### Layout detail

Region (165, 424) to (195, 454) um. Cells in grey, sequential cells in the stronger grey; small squares are vias.
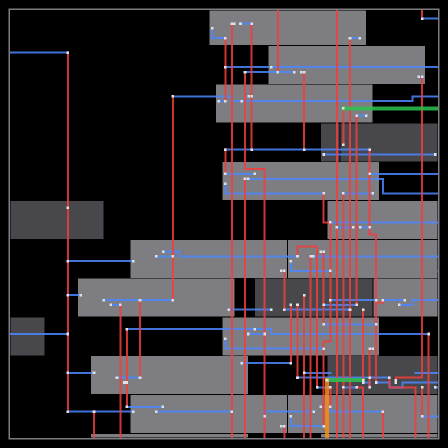
### Met1 routing

Drawn at 1 px/um. Supply wires on this layer in grey.
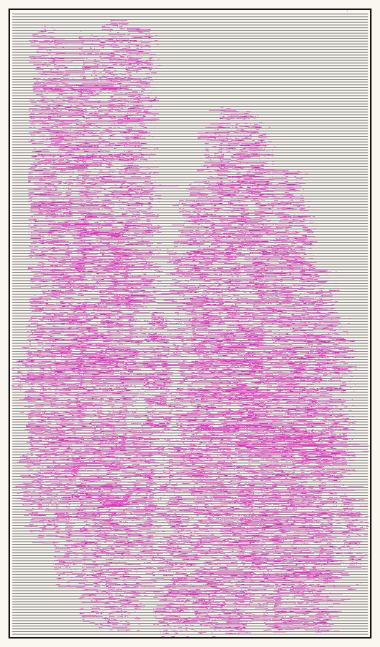
### Routed metal, one colour a layer

Drawn at 1 px/um. Only two layers are drawn.
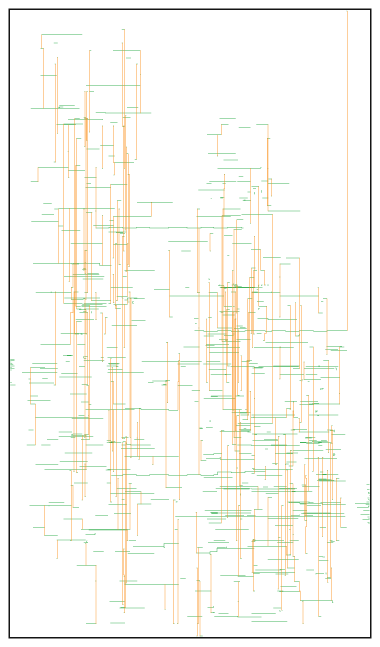
### Congestion heat map

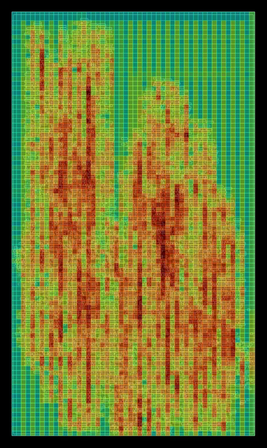
File: src/rtl/sliding_window_gen_pkg.sv
// Shared definitions for the 3x3 sliding-window generator.
// Tap indices follow raster order inside the window (top-left .. bottom-right).
// Also holds the frame FSM encoding and the pixel-width helper.
package sliding_window_gen_pkg;

  localparam int TAP_TL = 0;
  localparam int TAP_TC = 1;
  localparam int TAP_TR = 2;
  localparam int TAP_ML = 3;
  localparam int TAP_MC = 4;
  localparam int TAP_MR = 5;
  localparam int TAP_BL = 6;
  localparam int TAP_BC = 7;
  localparam int TAP_BR = 8;
  localparam int NUM_TAPS = 9;

  typedef enum logic [1:0] {
    ST_FILL  = 2'd0,
    ST_RUN   = 2'd1,
    ST_FLUSH = 2'd2
  } win_state_t;

  // Width of one packed multi-channel pixel.
  function automatic int pix_width(input int ch, input int wi);
    return ch * wi;
  endfunction

endpackage

File: src/rtl/sliding_window_gen_linebuf.sv
// Purpose: DEPTH-entry delay line, one write and one read per enable, for row storage.
// Latency: read data registered, valid the cycle after the enable that fetched it.
// Backpressure: none; pointers only move on en, so input gaps freeze the line.
module sliding_linebuf #(
  parameter int DEPTH   = 128,
  parameter int DW      = 8,
  // Read pointer starts this many slots ahead of the write pointer, which
  // shortens the effective delay when the write data is itself one step late.
  parameter int RD_LEAD = 0
) (
  input  logic          clk,
  input  logic          rst,
  input  logic          en,
  input  logic [DW-1:0] wr_data,
  output logic [DW-1:0] rd_data
);

  localparam int AW = (DEPTH > 1) ? $clog2(DEPTH) : 1;
  localparam logic [AW-1:0] PTR_LAST = AW'(DEPTH - 1);
  localparam logic [AW-1:0] RD_INIT  = AW'(RD_LEAD % DEPTH);

  logic [DW-1:0] mem [DEPTH];
  logic [AW-1:0] wr_ptr;
  logic [AW-1:0] rd_ptr;

  // Storage and registered read; contents are deliberately never cleared.
  always_ff @(posedge clk) begin
    if (en) begin
      mem[wr_ptr] <= wr_data;
      rd_data     <= mem[rd_ptr];
    end
  end

  // Circular pointers, advanced together so their offset never drifts.
  always_ff @(posedge clk) begin
    if (rst) begin
      wr_ptr <= '0;
      rd_ptr <= RD_INIT;
    end else if (en) begin
      wr_ptr <= (wr_ptr == PTR_LAST) ? '0 : wr_ptr + AW'(1);
      rd_ptr <= (rd_ptr == PTR_LAST) ? '0 : rd_ptr + AW'(1);
    end
  end

endmodule

File: src/rtl/sliding_window_gen.sv
// Purpose: raster pixel stream -> zero-padded 3x3 (or 1x1) window per pixel, CH channels.
// Latency: window for the accept at cycle t appears at t+2; last IMG_W+1 windows come from a flush.
// Backpressure: rdy_o drops only during the end-of-frame flush; no output backpressure.
module sliding_window_gen
  import sliding_window_gen_pkg::*;
#(
  parameter int IMG_W = 128,
  parameter int IMG_H = 128,
  parameter int CH    = 1,
  parameter int WI    = 8
) (
  input  logic                  clk,
  input  logic                  rst,
  input  logic                  is_conv3x3,
  input  logic                  vld_i,
  output logic                  rdy_o,
  input  logic [CH*WI-1:0]      din,
  output logic                  vld_o,
  output logic [9*CH*WI-1:0]    win_o,
  output logic                  sof_o,
  output logic                  frame_done
);

  localparam int PIX_W = pix_width(CH, WI);
  localparam int CW    = (IMG_W > 1) ? $clog2(IMG_W) : 1;
  // Row counter also walks the virtual rows IMG_H and IMG_H+1 during flush.
  localparam int RW    = $clog2(IMG_H + 2);

  localparam logic [CW-1:0] COL_LAST = CW'(IMG_W - 1);
  localparam logic [RW-1:0] ROW_LAST = RW'(IMG_H - 1);
  localparam logic [RW-1:0] ROW_END  = RW'(IMG_H + 1);

  win_state_t        state;
  win_state_t        state_nxt;
  logic [CW-1:0]     col_cnt;
  logic [RW-1:0]     row_cnt;
  logic              acc;
  logic              adv;
  logic              flushing;
  logic              mode_q;

  logic              emit_now;
  logic              sof_now;
  logic              last_now;
  logic [RW-1:0]     c_row;
  logic [CW-1:0]     c_col;

  logic              emit_s1;
  logic              adv_s1;
  logic              sof_s1;
  logic              last_s1;
  logic [RW-1:0]     c_row_s1;
  logic [CW-1:0]     c_col_s1;
  logic [PIX_W-1:0]  pix_s1;
  logic [PIX_W-1:0]  mid_rd;
  logic [PIX_W-1:0]  top_rd;

  logic [PIX_W-1:0]  col_a [3];
  logic [PIX_W-1:0]  col_b [3];
  logic [PIX_W-1:0]  tap   [NUM_TAPS];
  logic [9*PIX_W-1:0] win_nxt;

  // Frame state register.
  always_ff @(posedge clk) begin
    if (rst) begin
      state <= ST_FILL;
    end else begin
      state <= state_nxt;
    end
  end

  // Next-state: fill until the first window is due, run to the last pixel, then flush.
  always_comb begin
    state_nxt = state;
    case (state)
      ST_FILL:  if (acc && row_cnt == RW'(1) && col_cnt == '0) state_nxt = ST_RUN;
      ST_RUN:   if (acc && row_cnt == ROW_LAST && col_cnt == COL_LAST) state_nxt = ST_FLUSH;
      ST_FLUSH: if (row_cnt == ROW_END) state_nxt = ST_FILL;
      default:  state_nxt = ST_FILL;
    endcase
  end

  // FSM outputs: the input is stalled only while flushing.
  always_comb begin
    rdy_o    = 1'b1;
    flushing = 1'b0;
    if (state == ST_FLUSH) begin
      rdy_o    = 1'b0;
      flushing = 1'b1;
    end
  end

  // Handshake: flush cycles step the pipeline like virtual accepts.
  always_comb begin
    acc = vld_i & rdy_o;
    adv = acc | flushing;
  end

  // Raster position of the pixel (real or virtual) being taken this cycle.
  always_ff @(posedge clk) begin
    if (rst) begin
      col_cnt <= '0;
      row_cnt <= '0;
    end else if (adv) begin
      if (flushing && row_cnt == ROW_END) begin
        col_cnt <= '0;
        row_cnt <= '0;
      end else if (col_cnt == COL_LAST) begin
        col_cnt <= '0;
        row_cnt <= row_cnt + RW'(1);
      end else begin
        col_cnt <= col_cnt + CW'(1);
      end
    end
  end

  // Mode is captured on the first pixel of each frame and held for the frame.
  always_ff @(posedge clk) begin
    if (rst) begin
      mode_q <= 1'b1;
    end else if (acc && row_cnt == '0 && col_cnt == '0) begin
      mode_q <= is_conv3x3;
    end
  end

  // Window centre lags the incoming pixel by one row plus one column.
  always_comb begin
    emit_now = adv && ((row_cnt > RW'(1)) || (row_cnt == RW'(1) && col_cnt != '0));
    if (col_cnt == '0) begin
      c_row = row_cnt - RW'(2);
      c_col = COL_LAST;
    end else begin
      c_row = row_cnt - RW'(1);
      c_col = col_cnt - CW'(1);
    end
    sof_now  = emit_now && row_cnt == RW'(1) && col_cnt == CW'(1);
    last_now = emit_now && c_row == ROW_LAST && c_col == COL_LAST;
  end

  // Stage-1 control, aligned with the line-buffer read data.
  always_ff @(posedge clk) begin
    if (rst) begin
      emit_s1  <= 1'b0;
      adv_s1   <= 1'b0;
      sof_s1   <= 1'b0;
      last_s1  <= 1'b0;
      c_row_s1 <= '0;
      c_col_s1 <= '0;
    end else begin
      emit_s1  <= emit_now;
      adv_s1   <= adv;
      sof_s1   <= sof_now;
      last_s1  <= last_now;
      c_row_s1 <= c_row;
      c_col_s1 <= c_col;
    end
  end

  // Stage-1 copy of the new pixel; virtual flush pixels are zero.
  always_ff @(posedge clk) begin
    if (adv) begin
      pix_s1 <= acc ? din : '0;
    end
  end

  // Row r (pixel p-IMG_W) comes straight from the incoming stream.
  sliding_linebuf #(
    .DEPTH   (IMG_W),
    .DW      (PIX_W),
    .RD_LEAD (0)
  ) u_lb_mid (
    .clk     (clk),
    .rst     (rst),
    .en      (adv),
    .wr_data (acc ? din : '0),
    .rd_data (mid_rd)
  );

  // Row r-1 (pixel p-2*IMG_W): fed from the middle buffer's output, which is
  // one step stale at write time, hence the one-slot read lead.
  sliding_linebuf #(
    .DEPTH   (IMG_W),
    .DW      (PIX_W),
    .RD_LEAD (1)
  ) u_lb_top (
    .clk     (clk),
    .rst     (rst),
    .en      (adv),
    .wr_data (mid_rd),
    .rd_data (top_rd)
  );

  // Columns c-1 and c of the window; the newest column is used combinationally.
  always_ff @(posedge clk) begin
    if (adv_s1) begin
      col_a[0] <= col_b[0];
      col_a[1] <= col_b[1];
      col_a[2] <= col_b[2];
      col_b[0] <= top_rd;
      col_b[1] <= mid_rd;
      col_b[2] <= pix_s1;
    end
  end

  // Assemble the 3x3 neighbourhood in tap order.
  always_comb begin
    tap[TAP_TL] = col_a[0];
    tap[TAP_TC] = col_b[0];
    tap[TAP_TR] = top_rd;
    tap[TAP_ML] = col_a[1];
    tap[TAP_MC] = col_b[1];
    tap[TAP_MR] = mid_rd;
    tap[TAP_BL] = col_a[2];
    tap[TAP_BC] = col_b[2];
    tap[TAP_BR] = pix_s1;
  end

  // Zero every tap outside the frame (this also hides stale buffer data), or all but the centre in 1x1 mode.
  always_comb begin
    logic pad_top;
    logic pad_bot;
    logic pad_left;
    logic pad_right;
    logic keep;
    pad_top   = (c_row_s1 == '0);
    pad_bot   = (c_row_s1 == ROW_LAST);
    pad_left  = (c_col_s1 == '0);
    pad_right = (c_col_s1 == COL_LAST);
    win_nxt   = '0;
    keep      = 1'b0;
    for (int t = 0; t < NUM_TAPS; t++) begin
      keep = 1'b1;
      if ((t / 3) == 0 && pad_top)   keep = 1'b0;
      if ((t / 3) == 2 && pad_bot)   keep = 1'b0;
      if ((t % 3) == 0 && pad_left)  keep = 1'b0;
      if ((t % 3) == 2 && pad_right) keep = 1'b0;
      if (!mode_q && t != TAP_MC)    keep = 1'b0;
      win_nxt[t*PIX_W +: PIX_W] = keep ? tap[t] : '0;
    end
  end

  // Output register; the window holds its last value between valids.
  always_ff @(posedge clk) begin
    if (rst) begin
      vld_o      <= 1'b0;
      sof_o      <= 1'b0;
      frame_done <= 1'b0;
      win_o      <= '0;
    end else begin
      vld_o      <= emit_s1;
      sof_o      <= sof_s1;
      frame_done <= last_s1;
      if (emit_s1) begin
        win_o <= win_nxt;
      end
    end
  end

endmodule

File: config.mk
export PLATFORM = sky130hd
export DESIGN_NAME = sliding_window_gen
export DESIGN_NICKNAME = d
export VERILOG_FILES = /design/src/rtl/sliding_window_gen_pkg.sv /design/src/rtl/sliding_window_gen_linebuf.sv /design/src/rtl/sliding_window_gen.sv
export SDC_FILE = /design/constraint.sdc
export NUM_CORES = 2
export LEC_CHECK = 0
export ABC_AREA = 0
export CAP_MARGIN = 10
export CELL_PAD_IN_SITES_DETAIL_PLACEMENT = 0
export CELL_PAD_IN_SITES_GLOBAL_PLACEMENT = 1
export CORE_AREA = 2 2 358 625
export CTS_CLUSTER_DIAMETER = 150
export DETAILED_ROUTE_END_ITERATION = 10
export DIE_AREA = 0 0 360 627
export PLACE_DENSITY = 0.66
export SLEW_MARGIN = 20
export SYNTH_ARGS = -nofsm -noshare
export SYNTH_HDL_FRONTEND = slang
export SYNTH_SLANG_ARGS = --single-unit
export TNS_END_PERCENT = 5
File: constraint.sdc
create_clock -name clk -period 3.91 [get_ports clk]
set_clock_uncertainty 0.1 [all_clocks]
set_input_delay 1.173 -clock clk [delete_from_list [all_inputs] [get_ports clk]]
set_output_delay 1.173 -clock clk [all_outputs]
set_load 0.02 [all_outputs]
==> flow_metrics.env <==
# flow metrics
export IMPL_synth_area_um2=87770
export IMPL_finalCritPeriodShare=0.9368
export IMPL_start_kind="flip-flop"
export IMPL_pg_comb_mw=3.41
export IMPL_diodes=2
export IMPL_grt_pass1_wl_um=338400
export IMPL_tritoncts="built"
export IMPL_switching_share=0.2179
export IMPL_core_rowCount=228
export IMPL_ys_ff=2260
export IMPL_grt_remaining_overflow=0
export IMPL_fp_util=0.3980
export IMPL_drtPass1Iterations=7
export IMPL_drive_above_1_share=0.2321
export IMPL_synth_xor_area_share=0.003692
export IMPL_route_met2_wl_um=133300
export IMPL_ys_sh_mux=0.1438
export IMPL_setup_viol=0
export IMPL_slowest_delay_ns=0.58
export IMPL_fp_coreArea_um2=220500
export IMPL_dp_cells=7798
export IMPL_gp_congestion=0.9486
export IMPL_cap_violations=0
export IMPL_seq_power_mw=26.9
export IMPL_area_leaders="edfxtp_1, mux4_2, mux2i_1, dfxtp_1, nor2_1"
export IMPL_area_delta_synth_final_pct=16.32
export IMPL_r2r_cells=7
export IMPL_htree_levels=4
export IMPL_maxSlewHeadroom=0.2964
export IMPL_cp_top_family="buffers and inverters"
export IMPL_hp_start="col_b[0][9]$_DFFE_PP_"
export IMPL_drt_iter0_drc=3589
export IMPL_synth_area_leader_cell="edfxtp_1"
export IMPL_worstSetupEndpoint="rdy_o"
export IMPL_ctsLongestPathBuffers=4
export IMPL_ys_chip_area_um2=87770
export IMPL_power_internal_mw=39.93
export IMPL_synthSimpleGateAreaFrac=0.04157
export IMPL_seq_cell_count=2260
export IMPL_end_kind="primary output"
export IMPL_startpoint="state[1]$_SDFFE_PP0P_"
export IMPL_cts_inserted_buffers=205
export IMPL_critPathMaxFanout=3
export IMPL_postCtsSetupRepairBufs=0
export IMPL_synth_nets=4646
export IMPL_top_cells_by_count="edfxtp_1, nor2_1, mux4_2"
export IMPL_grt_max_degree=131
export IMPL_tns_ns=0
export IMPL_status="finished clean"
export IMPL_highest_layer="met4"
export IMPL_die_area_um2=225700
export IMPL_reg_top3="u_lb_mid.mem (1024), u_lb_top.mem (1024), win_o (72)"
export IMPL_bufAreaShareNonClock=0.05035
export IMPL_cts_hold_buf=0
## Picture notes: 'Layout detail'
legend:
  red:
    layer: M2
  blue:
    layer: M1
  orange:
    layer: M4
  green:
    layer: M3
sequential cells in the window: 12
netlist names of flops here include: `u_lb_top.mem` (12)
cells with their middle in the window: 17
most frequent: edfxtp_1 (12), mux4_2 (2), clkbuf_16 (2)

## Picture notes: 'Met1 routing'
share of all routed wire: 34%
longest straight run: 90.6 um

## Picture notes: 'Routed metal, one colour a layer'
legend:
  orange:
    layer: M4
    wire_length: 15200 um
  green:
    layer: M3
    wire_length: 8920 um

## Picture notes: 'Congestion heat map'
met3 Use GR: 0.02099
global-route usage over all layers: 0.2090
met1 Usage GRT: 0.2190
met2 Use GR: 0.4036
Avg WL per Cell: 29.21 um

